==> config.mk <==
export PLATFORM = sky130hd
export DESIGN_NAME = ext_int_ctrl
export DESIGN_NICKNAME = d
export VERILOG_FILES = /design/src/rtl/ext_int_ctrl.sv
export SDC_FILE = /design/constraint.sdc
export NUM_CORES = 1
export LEC_CHECK = 0
export ABC_AREA = 1
export ABC_CLOCK_PERIOD_IN_PS = 2400
export CAP_MARGIN = 20
export CORE_ASPECT_RATIO = 0.8
export CORE_MARGIN = 4
export CORE_UTILIZATION = 45
export CTS_CLUSTER_SIZE = 30
export DETAILED_ROUTE_END_ITERATION = 10
export PLACE_DENSITY = 0.79
export SYNTH_ARGS = -nofsm -noshare
export SYNTH_HDL_FRONTEND = slang
export SYNTH_SLANG_ARGS = --single-unit
==> constraint.sdc <==
create_clock -name cp2 -period 2.4 [get_ports cp2]
set_clock_uncertainty 0.05 [all_clocks]
set_input_delay 0.72 -clock cp2 [delete_from_list [all_inputs] [get_ports cp2]]
set_output_delay 0.72 -clock cp2 [all_outputs]
set_load 0.02 [all_outputs]
==> src/rtl/ext_int_ctrl.sv <==
// External interrupt controller: INT0/INT1 edge/level sensing and Port D pin-change
// interrupt group 2, with I/O-space and data-memory-space register access.
module ext_int_ctrl #(
  parameter logic [5:0] PCIFR_Address  = 6'h1B,
  parameter logic [5:0] EIFR_Address   = 6'h1C,
  parameter logic [5:0] EIMSK_Address  = 6'h1D,
  parameter logic [7:0] PCICR_Address  = 8'h68,
  parameter logic [7:0] EICRA_Address  = 8'h69,
  parameter logic [7:0] PCMSK2_Address = 8'h6D
) (
  input  logic       cp2,
  input  logic       ireset,
  input  logic [5:0] IO_Addr,
  input  logic       iore,
  input  logic       iowe,
  input  logic [7:0] dbus_in,
  output logic [7:0] dbus_out,
  output logic       out_en,
  input  logic [7:0] ramadr,
  input  logic       ramre,
  input  logic       ramwe,
  output logic [7:0] dm_dbus_out,
  output logic       dm_out_en,
  input  logic [7:0] pinD_i,
  output logic       INT0_EN,
  output logic       INT1_EN,
  output logic       PCIE2,
  output logic [7:0] PCINT,
  output logic       int0_irq,
  output logic       int1_irq,
  output logic       pcint2_irq,
  input  logic       int0_ack,
  input  logic       int1_ack,
  input  logic       pcint2_ack
);

  logic [7:0] s1_q, s2_q, s3_q;
  logic [1:0] eimsk_q, eimsk_d;
  logic [1:0] eifr_q, eifr_d;
  logic       pcif_q, pcif_d;
  logic       pcicr_q, pcicr_d;
  logic [3:0] eicra_q, eicra_d;
  logic [7:0] pcmsk2_q, pcmsk2_d;

  logic       wr_eimsk, wr_eifr, wr_pcifr, wr_pcicr, wr_eicra, wr_pcmsk2;
  logic       set_int0, set_int1, set_pc;
  logic       clr_int0, clr_int1, clr_pc;

  // Sense-control decode: 00 level (never latches), 01 any change, 10 falling, 11 rising.
  function automatic logic edge_hit(input logic [1:0] isc, input logic cur, input logic prev);
    logic hit;
    case (isc)
      2'b01:   hit = cur ^ prev;
      2'b10:   hit = ~cur & prev;
      2'b11:   hit = cur & ~prev;
      default: hit = 1'b0;
    endcase
    return hit;
  endfunction

  assign wr_eimsk  = iowe && (IO_Addr == EIMSK_Address);
  assign wr_eifr   = iowe && (IO_Addr == EIFR_Address);
  assign wr_pcifr  = iowe && (IO_Addr == PCIFR_Address);
  assign wr_pcicr  = ramwe && (ramadr == PCICR_Address);
  assign wr_eicra  = ramwe && (ramadr == EICRA_Address);
  assign wr_pcmsk2 = ramwe && (ramadr == PCMSK2_Address);

  assign set_int0 = edge_hit(eicra_q[1:0], s2_q[2], s3_q[2]);
  assign set_int1 = edge_hit(eicra_q[3:2], s2_q[3], s3_q[3]);
  assign set_pc   = |((s2_q ^ s3_q) & pcmsk2_q);

  assign clr_int0 = (wr_eifr && dbus_in[0]) || int0_ack;
  assign clr_int1 = (wr_eifr && dbus_in[1]) || int1_ack;
  assign clr_pc   = (wr_pcifr && dbus_in[2]) || pcint2_ack;

  always_comb begin
    eimsk_d  = wr_eimsk  ? dbus_in[1:0] : eimsk_q;
    pcicr_d  = wr_pcicr  ? dbus_in[2]   : pcicr_q;
    eicra_d  = wr_eicra  ? dbus_in[3:0] : eicra_q;
    pcmsk2_d = wr_pcmsk2 ? dbus_in      : pcmsk2_q;
    // A set in the same cycle as a clear wins so no edge is lost.
    eifr_d[0] = set_int0 | (eifr_q[0] & ~clr_int0);
    eifr_d[1] = set_int1 | (eifr_q[1] & ~clr_int1);
    pcif_d    = set_pc   | (pcif_q    & ~clr_pc);
  end

  // Reset loads the synchronizers with the live pins so release cannot fake an edge.
  always_ff @(posedge cp2) begin
    if (ireset) begin
      s1_q     <= pinD_i;
      s2_q     <= pinD_i;
      s3_q     <= pinD_i;
      eimsk_q  <= '0;
      eifr_q   <= '0;
      pcif_q   <= 1'b0;
      pcicr_q  <= 1'b0;
      eicra_q  <= '0;
      pcmsk2_q <= '0;
    end else begin
      s1_q     <= pinD_i;
      s2_q     <= s1_q;
      s3_q     <= s2_q;
      eimsk_q  <= eimsk_d;
      eifr_q   <= eifr_d;
      pcif_q   <= pcif_d;
      pcicr_q  <= pcicr_d;
      eicra_q  <= eicra_d;
      pcmsk2_q <= pcmsk2_d;
    end
  end

  always_comb begin
    dbus_out = 8'h00;
    out_en   = 1'b0;
    if (iore && !ireset) begin
      if (IO_Addr == EIMSK_Address) begin
        dbus_out = {6'b0, eimsk_q};
        out_en   = 1'b1;
      end else if (IO_Addr == EIFR_Address) begin
        dbus_out = {6'b0, eifr_q};
        out_en   = 1'b1;
      end else if (IO_Addr == PCIFR_Address) begin
        dbus_out = {5'b0, pcif_q, 2'b0};
        out_en   = 1'b1;
      end
    end
  end

  always_comb begin
    dm_dbus_out = 8'h00;
    dm_out_en   = 1'b0;
    if (ramre && !ireset) begin
      if (ramadr == PCICR_Address) begin
        dm_dbus_out = {5'b0, pcicr_q, 2'b0};
        dm_out_en   = 1'b1;
      end else if (ramadr == EICRA_Address) begin
        dm_dbus_out = {4'b0, eicra_q};
        dm_out_en   = 1'b1;
      end else if (ramadr == PCMSK2_Address) begin
        dm_dbus_out = pcmsk2_q;
        dm_out_en   = 1'b1;
      end
    end
  end

  assign INT0_EN = eimsk_q[0];
  assign INT1_EN = eimsk_q[1];
  assign PCIE2   = pcicr_q;
  assign PCINT   = pcmsk2_q;

  // Level mode requests straight from the synchronized pin, bypassing the flag.
  assign int0_irq   = eimsk_q[0] & (eifr_q[0] | ((eicra_q[1:0] == 2'b00) & ~s2_q[2]));
  assign int1_irq   = eimsk_q[1] & (eifr_q[1] | ((eicra_q[3:2] == 2'b00) & ~s2_q[3]));
  assign pcint2_irq = pcicr_q & pcif_q;

endmodule

==> run_1/layer_met2.png <==
The bar under the picture is 20 um long. Cells faint in the background.
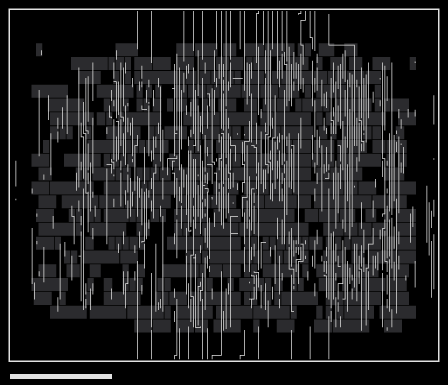
- share of all routed wire: 49%
- wire length on this layer: 3160 um
- nets with wire on the layer: 383
- main direction: vertical
Post-Route WL: 6490 um
met2 Track Usage GR: 36.2%
Vias: 2294

==> run_1/layer_met4.png <==
Cells faint in the background.
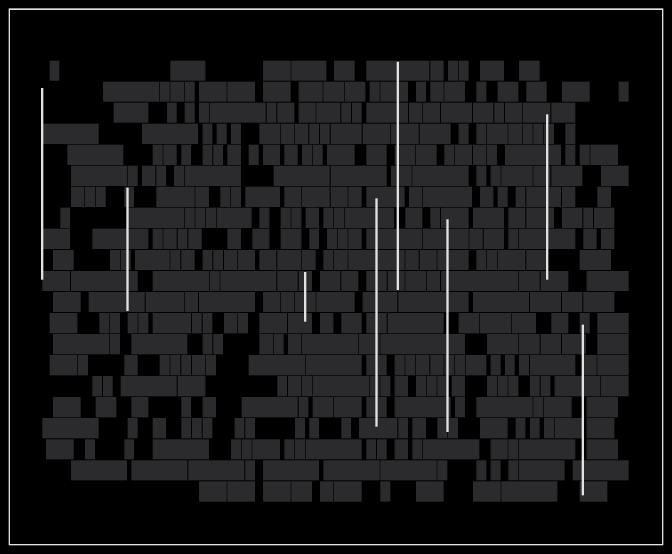
- main direction: vertical
- longest straight run: 29.2 um

==> results.py, run 1 <==
# Physical implementation metrics
metrics = {
    "status": {
        "outcome": "finished with violations",
        "violations": "setup timing",
    },
    "pwr": {
        "peakVddDrop_mv": 0.436,
    },
    "grt": {
        "grt_max_degree": 27,
        "grt.overflow.total": 0,
        "antenna_found_initial": 0,
        "grt.total_usage_pct": 20.8,
    },
    "hold_path": {
        "whs_path_depth": 2,
        "hold_path_class": "register to register",
    },
    "final_timing": {
        "rsz0062_at_grt": "yes",
        "setup_viol": 5,
        "period_used_pct": 106,
        "setup_ws_ns": -0.156,
    },
    "cts": {
        "cts-root-buf": "clkbuf_8",
        "postCtsHoldBufs": 0,
        "post_cts_resized": 154,
        "path_clk_slew_ns": 0.07,
        "cts_tree": "done",
        "cts_buffers": 5,
    },
    "finish": {
        "stdcell_area_um2": 3320,
    },
    "logic_synthesis": {
        "synthMostInstantiatedCell": "nand2_1",
        "ff_type": "dfxtp_1",
        "netlist_area_um2": 2100,
        "edf_count": 0,
        "top_cell_area_share_pct": 40.1,
        "yosys-top-cells-area": "dfxtp_1 (40%), nand2_1 (17%), inv_1 (8.2%)",
        "yosysSeqAreaShare_pct": 40.1,
        "top_cells_by_count": "nand2_1 (97), inv_1 (46), dfxtp_1 (42), nor2_1 (26), nand3_1 (25)",
        "synth_area_per_cell_um2": 6.78,
        "yosysWarnings": 0,
        "netlist_instances": 309,
    },
    "setup_path": {
        "reg2reg_slack_ns": 0.93,
        "critPathLaunch": "ramadr[7]",
        "reg2reg_from": "s2_q[2]$_DFF_P_",
    },
    "flow_run": {
        "maxCapViolCount": 0,
        "warnings": 31,
    },
    "floorplanning": {
        "pin_count": 71,
        "design.core.area_um2": 4340,
    },
    "routing": {
        "dr.pass1.iters": 4,
        "drt_iter0_markers": 127,
        "wire_per_inst_um": 14.0,
    },
    "placement": {
        "numPlacedInstances": 445,
    },
}
==> run_1/layer_met1.png <==
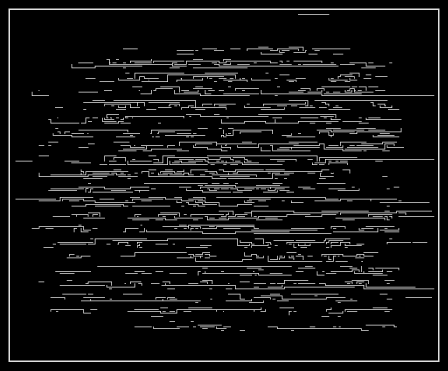
- main direction: horizontal
- longest straight run: 38.2 um
routing usage on met1: 25.8%

==> run_1/layer_met3.png <==
The bar under the picture is 20 um long.
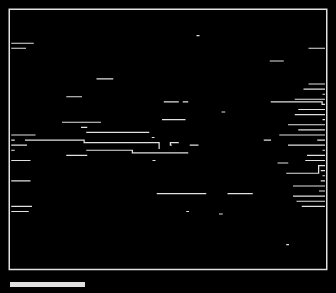
- nets with wire on the layer: 51
- longest straight run: 20.0 um
- main direction: horizontal
- share of all routed wire: 5.2%
- wire length on this layer: 339 um
grt met3 use: 4.40%

## run 1: cell type report
type                       count  area [um^2]
multi-input combinational    211         1190
timing repair buffer         101          930
tap                           57         71.3
clock inverter                 1         30.0
sequential                    42          841
inverter                      47          181
clock buffer                   6         82.6
fill                         307         1010
## run 1: worst max-delay path, stage by stage
cell	delay (ns)
buf_2	0.12
nor2_1	0.12
nand3_1	0.13
buf_4	0.16
nor2_1	0.09
nand2_1	0.09
o21ai_2	0.15
nor2_2	0.06
buf_4	0.15
## run 1: where the power goes
| part | switching [mW] | total (mW) | internal (mW) |
|---|---|---|---|
| registers | 0.0136 | 0.741 | 0.727 |
| clock network | 0.238 | 0.571 | 0.333 |
| logic | 0.124 | 0.235 | 0.111 |
| total | 0.376 | 1.55 | 1.17 |
## run 1: metal layers
| layer | global-route usage, % | routed length (um) |
|---|---|---|
| met1 | 25.8 | 2810 |
| met2 | 36.2 | 3160 |
| met3 | 4.40 | 339 |
| met4 | 6.07 | 174 |
| met5 | 0 | 0 |
## run 1: cells by family after synthesis
kind of cell             count (synthesis)  share of synthesized area (%)
AND/OR/NAND/NOR                        171                           36.9
other                                    1                          0.179
adder cells (fa/ha/maj)                  4                           2.39
buffers and inverters                   60                           13.0
flip-flops                              42                           40.1
AND-OR/OR-AND                           31                           7.40
## run 1: registers in the layout (all words and copies together), names as in the netlist
signal   flops
eifr_q       2
pcif_q       1
s1_q         8
s2_q         8
eicra_q      4
eimsk_q      2
PCIE2        1
s3_q         8
PCINT        8
## run 1: cells in the final DEF (no fill, tap or decap), types with 7 or more instances in the layout
master,count
nand2_1,85
dfxtp_1,42
inv_1,40
buf_4,39
clkdlybuf4s50_1,33
nor2_1,22
nand3_1,20
a21oi_1,14
nand4_1,11
o21ai_0,10
buf_6,9
nand2_4,7
==> run_1/congestion.png <==
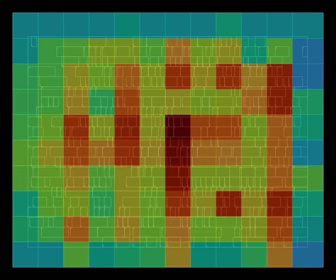

==> run 2, diff against run 1 <==
--- a/config.mk
+++ b/config.mk
@@ -5,7 +5,6 @@
 export SDC_FILE = /design/constraint.sdc
 export NUM_CORES = 1
 export LEC_CHECK = 0
-export ABC_AREA = 1
 export ABC_CLOCK_PERIOD_IN_PS = 2400
 export CAP_MARGIN = 20
 export CORE_ASPECT_RATIO = 0.8
@@ -13,7 +12,7 @@
 export CORE_UTILIZATION = 45
 export CTS_CLUSTER_SIZE = 30
 export DETAILED_ROUTE_END_ITERATION = 10
-export PLACE_DENSITY = 0.79
+export PLACE_DENSITY = 0.8
 export SYNTH_ARGS = -nofsm -noshare
 export SYNTH_HDL_FRONTEND = slang
 export SYNTH_SLANG_ARGS = --single-unit
==> run_2/congestion.png <==
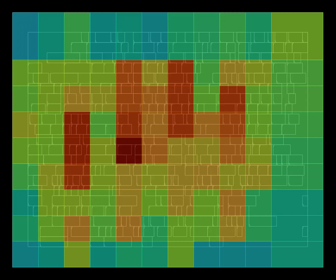
WL per Instance: 15.0 um
overall global routing resource usage: 21.2%
routing usage on met1: 27.0%
met2 Track Usage GR: 34.6%
post-layout util: 72.7%

==> run_2/layer_met1.png <==
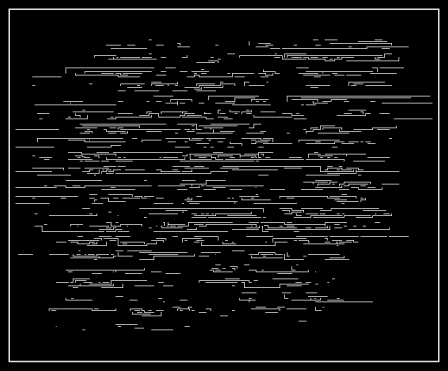
- wire length on this layer: 2320 um
- nets with wire on the layer: 324
- main direction: horizontal
- longest straight run: 27.6 um
Post-Route WL: 5710 um
Vias: 2047

==> run 2 against run 1 <==
Net effect: the run still ends with setup timing left; non-clock buffer count down 6; critical path depth fell by 4; sequential share of layout area up 1.9 points; sequential cell count unchanged; synthesized cell count shrank 24%; sequential power about the same; first-iteration DRC count grew 11%; cell area shrank 6.9%; hold slack gained 0.015 ns; critical endpoint unchanged; highest routed layer unchanged.
==> results.py, run 2 <==
# Physical implementation metrics
metrics = {
    "logic_synthesis": {
        "yosysWarnings": 0,
        "ff_type": "dfxtp_1",
        "edf_count": 0,
        "yosysSeqAreaShare_pct": 41.8,
        "yosys-top-cells-area": "dfxtp_1 (42%), o31ai_1 (6.0%), inv_1 (4.8%)",
        "xor_area_share_pct": 2.61,
        "yosys.area_share.simple_pct": 20.8,
        "netlist_instances": 236,
        "synthMostInstantiatedCell": "dfxtp_1",
    },
    "finish": {
        "mi_logic_area_um2": 1150,
        "layout_top_cell": "dfxtp_1",
        "stdcell_area_um2": 3090,
        "flop_area_um2": 841,
        "fill_cells": 335,
    },
    "cts": {
        "cts_buffers": 5,
        "postCtsHoldBufs": 0,
        "cts-root-buf": "clkbuf_8",
    },
    "grt": {
        "grt_max_degree": 20,
    },
    "final_timing": {
        "setup_ws_ns": -0.130,
        "period_used_pct": 105,
        "setup_viol": 10,
    },
    "routing": {
        "dr.pass1.iters": 4,
    },
    "setup_path": {
        "reg2reg_slack_ns": 0.93,
        "cp_common_cell": "nor3_4",
        "critPathLaunch": "ramadr[2]",
        "reg2reg_from": "s2_q[2]$_DFF_P_",
    },
    "status": {
        "violations": "setup timing",
        "outcome": "finished with violations",
    },
    "hold_path": {
        "whs_path_depth": 2,
    },
}
-- run 2: cell types whose count changed after synthesis, moves of 4 or more --
| cell | previous run | this run |
|---|---|---|
| and2_1 | 0 | 6 |
| clkbuf_1 | 3 | 12 |
| inv_1 | 46 | 26 |
| mux2i_1 | 0 | 5 |
| nand2_1 | 97 | 13 |
| nand2b_1 | 0 | 5 |
| nand3_1 | 25 | 2 |
| nand3b_1 | 0 | 6 |
| nand4_1 | 11 | 15 |
| nor2_1 | 26 | 3 |
| nor2b_1 | 0 | 4 |
| o21ai_0 | 11 | 16 |
| o31ai_1 | 0 | 16 |
| xor2_1 | 0 | 6 |
-- run 2: worst max path at each step --
stage	to	slack, ns	depth (start not counted)
after CTS	dm_dbus_out[2]	-0.15	5
after floorplan	dm_dbus_out[2]	-0.03	3
after global placement	dm_dbus_out[7]	-0.95	5
after global routing	dm_dbus_out[7]	-0.17	5
final	dm_dbus_out[2]	-0.13	5
after detailed placement	dm_dbus_out[4]	-1.0	5
-- run 2: where the power goes --
group          leakage, nW  internal, mW  switching, mW
Clock               0.0482         0.232          0.232
Sequential           0.347         0.727         0.0157
Combinational        0.939         0.116          0.109
Total                 1.33          1.07          0.357
-- run 2: layout make-up --
cell class | count | area share [%]
timing repair buffer | 95 | 27.2
inverter | 26 | 3.15
clock inverter | 1 | 0.162
clock buffer | 7 | 2.79
tap | 57 | 2.30
sequential | 42 | 27.2
multi-input combinational | 153 | 37.2
-- run 2: routing by layer --
| layer | up-vias | part of all wire [%] | track usage, % |
|---|---|---|---|
| met2 | 88 | 49 | 34.6 |
| met5 | - | 0 | 0 |
| met3 | 13 | 9.1 | 6.58 |
| met4 | 0 | 1.7 | 6.12 |
| li1 | 1007 | - | - |
| met1 | 939 | 41 | 27.0 |
==> run_2/detail.png <==
The bar under the picture is 5 um long. Region (11, 41) to (31, 61) um. Cells in gray, sequential cells in the stronger gray; small squares are vias.
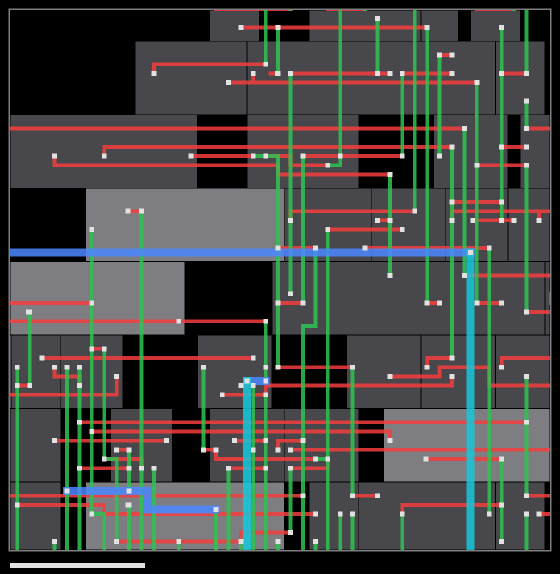

==> run 3, diff against run 2 <==
--- a/config.mk
+++ b/config.mk
@@ -6,13 +6,13 @@
 export NUM_CORES = 1
 export LEC_CHECK = 0
 export ABC_CLOCK_PERIOD_IN_PS = 2400
-export CAP_MARGIN = 20
 export CORE_ASPECT_RATIO = 0.8
 export CORE_MARGIN = 4
 export CORE_UTILIZATION = 45
 export CTS_CLUSTER_SIZE = 30
 export DETAILED_ROUTE_END_ITERATION = 10
 export PLACE_DENSITY = 0.8
+export RECOVER_POWER = 100
 export SYNTH_ARGS = -nofsm -noshare
 export SYNTH_HDL_FRONTEND = slang
 export SYNTH_SLANG_ARGS = --single-unit
==> run_3/detail.png <==
The bar under the picture is 5 um long. Region (11, 41) to (31, 61) um. Cells in gray, sequential cells in the stronger gray; small squares are vias.
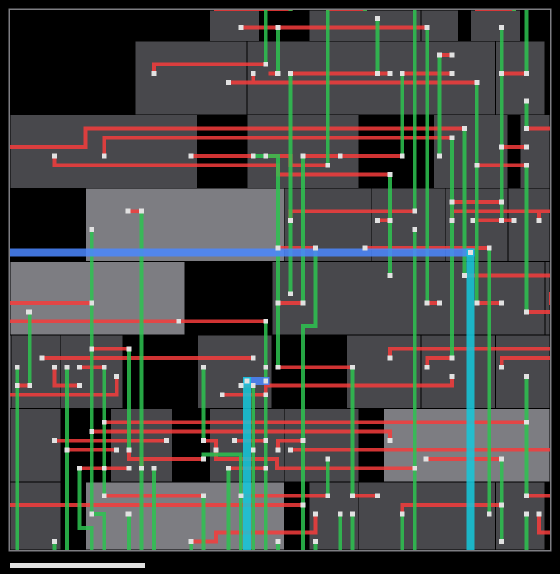
- metal 2: green
- metal 1: red
- metal 4: cyan
- metal 3: blue
- sequential cells in the window: 4
- cells with their middle in the window: 29
- most frequent: buf_4 (6), dfxtp_1 (4), a21oi_1 (3)
- netlist names of flops here include: PCINT (3), s2_q (1)

==> run_3/layer_met1.png <==
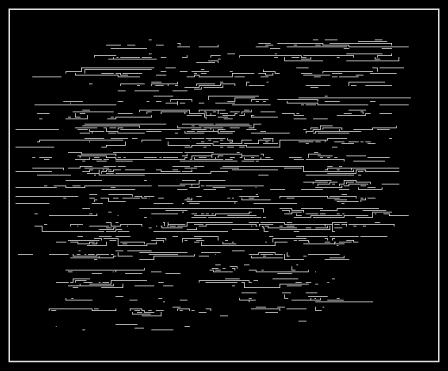
- share of all routed wire: 41%
- main direction: horizontal
Vias: 2043
Post-Route WL: 5700 um

==> run 3 against run 2 <==
Net effect: the run still ends with setup timing left; register-to-register slack about the same; sequential power hardly changed; first-iteration DRC count down 9.9%; setup slack gained 0.0024 ns; sequential share of layout area increased by 0.21 points; critical endpoint unchanged; highest routed layer unchanged.
==> results.py, run 3 <==
# Physical implementation metrics
metrics = {
    "finish": {
        "n_antenna_cell": 0,
        "stdcell_area_um2": 3070,
        "flop_area_um2": 841,
        "layout_top_cell": "dfxtp_1",
        "mi_logic_area_um2": 1150,
        "utilization_pct": 72.1,
        "fill_cells": 338,
    },
    "logic_synthesis": {
        "yosysSeqAreaShare_pct": 41.8,
        "synthMostInstantiatedCell": "dfxtp_1",
        "netlist_instances": 236,
        "edf_count": 0,
        "yosys_register_bits": 42,
        "ff_type": "dfxtp_1",
        "yosys-top-cells-area": "dfxtp_1 (42%), o31ai_1 (6.0%), inv_1 (4.8%)",
        "netlist_area_um2": 2010,
        "yosysWarnings": 0,
    },
    "routing": {
        "wire_per_inst_um": 15.0,
        "dr.pass1.iters": 4,
    },
    "setup_path": {
        "critPathLaunch": "ramadr[2]",
        "critPathLaunchType": "input pin",
        "reg2reg_from": "s2_q[2]$_DFF_P_",
    },
    "cts": {
        "postCtsHoldBufs": 0,
        "clk_latency_ns": 0.29,
        "cts_tree": "done",
        "cts_buffers": 5,
        "cts-root-buf": "clkbuf_8",
    },
    "final_timing": {
        "setup_ws_ns": -0.127,
        "setup_viol": 10,
        "period_used_pct": 105,
        "timing.fmax_mhz": 396,
    },
    "grt": {
        "grt_pass1_vias": 1964,
        "grt.total_usage_pct": 21.2,
        "grt_pass1_wl_um": 9050,
        "grt_max_degree": 20,
    },
    "status": {
        "outcome": "finished with violations",
        "violations": "setup timing",
    },
}
## run 3: cell counts after synthesis
Identical to the previous run, type by type.
## run 3: layer usage
layer / wire [um] / global-route usage (%)
met1: 2340 / 27.0
met2: 2750 / 34.6
met3: 514 / 6.58
met4: 95 / 6.12
met5: 0 / 0
## run 3: layout make-up
class | instances | area share (%)
clock buffer | 7 | 2.81
tap | 57 | 2.32
timing repair buffer | 95 | 26.7
inverter | 26 | 3.18
sequential | 42 | 27.4
multi-input combinational | 153 | 37.5
clock inverter | 1 | 0.163
## run 3: final timing paths
path                  endpoint  slack (ns)  depth (start not counted)
min            s2_q[2]$_DFF_P_        0.39                          2
max reg2reg  pcif_q$_SDFF_PP0_        0.93                          5
min reg2reg    s2_q[2]$_DFF_P_        0.39                          2
max             dm_dbus_out[2]       -0.13                          5
## run 3: report_power, final
part | total, mW | switching, mW | internal [mW]
registers | 0.743 | 0.0157 | 0.727
logic | 0.220 | 0.108 | 0.112
clock network | 0.464 | 0.232 | 0.232
## run 3: timing repair
| item | CTS | global route |
|---|---|---|
| gates resized | 154 | 10 |
| setup buffers | 9 | 0 |
| pin swaps | 19 | 8 |
| setup endpoints to repair | 13 | 16 |
## run 3: cell families after synthesis
kind of cell / after synthesis / synth area share, %
fa+ha+maj: 4 / 2.49
buf+inv: 45 / 9.76
flops: 42 / 41.8
simple gates: 70 / 20.8
xor+xnor: 6 / 2.61
other cells: 1 / 0.186
mux: 5 / 2.49
compound gates: 63 / 19.9
## run 3: critical path, cell delays in order
cell and delay, ns:
buf_8 0.10, or4b_4 0.55, nor3_4 0.18, nor3_4 0.06
buf_6 0.15
Power figures rest on the tool's default switching activity, not on a simulated workload.
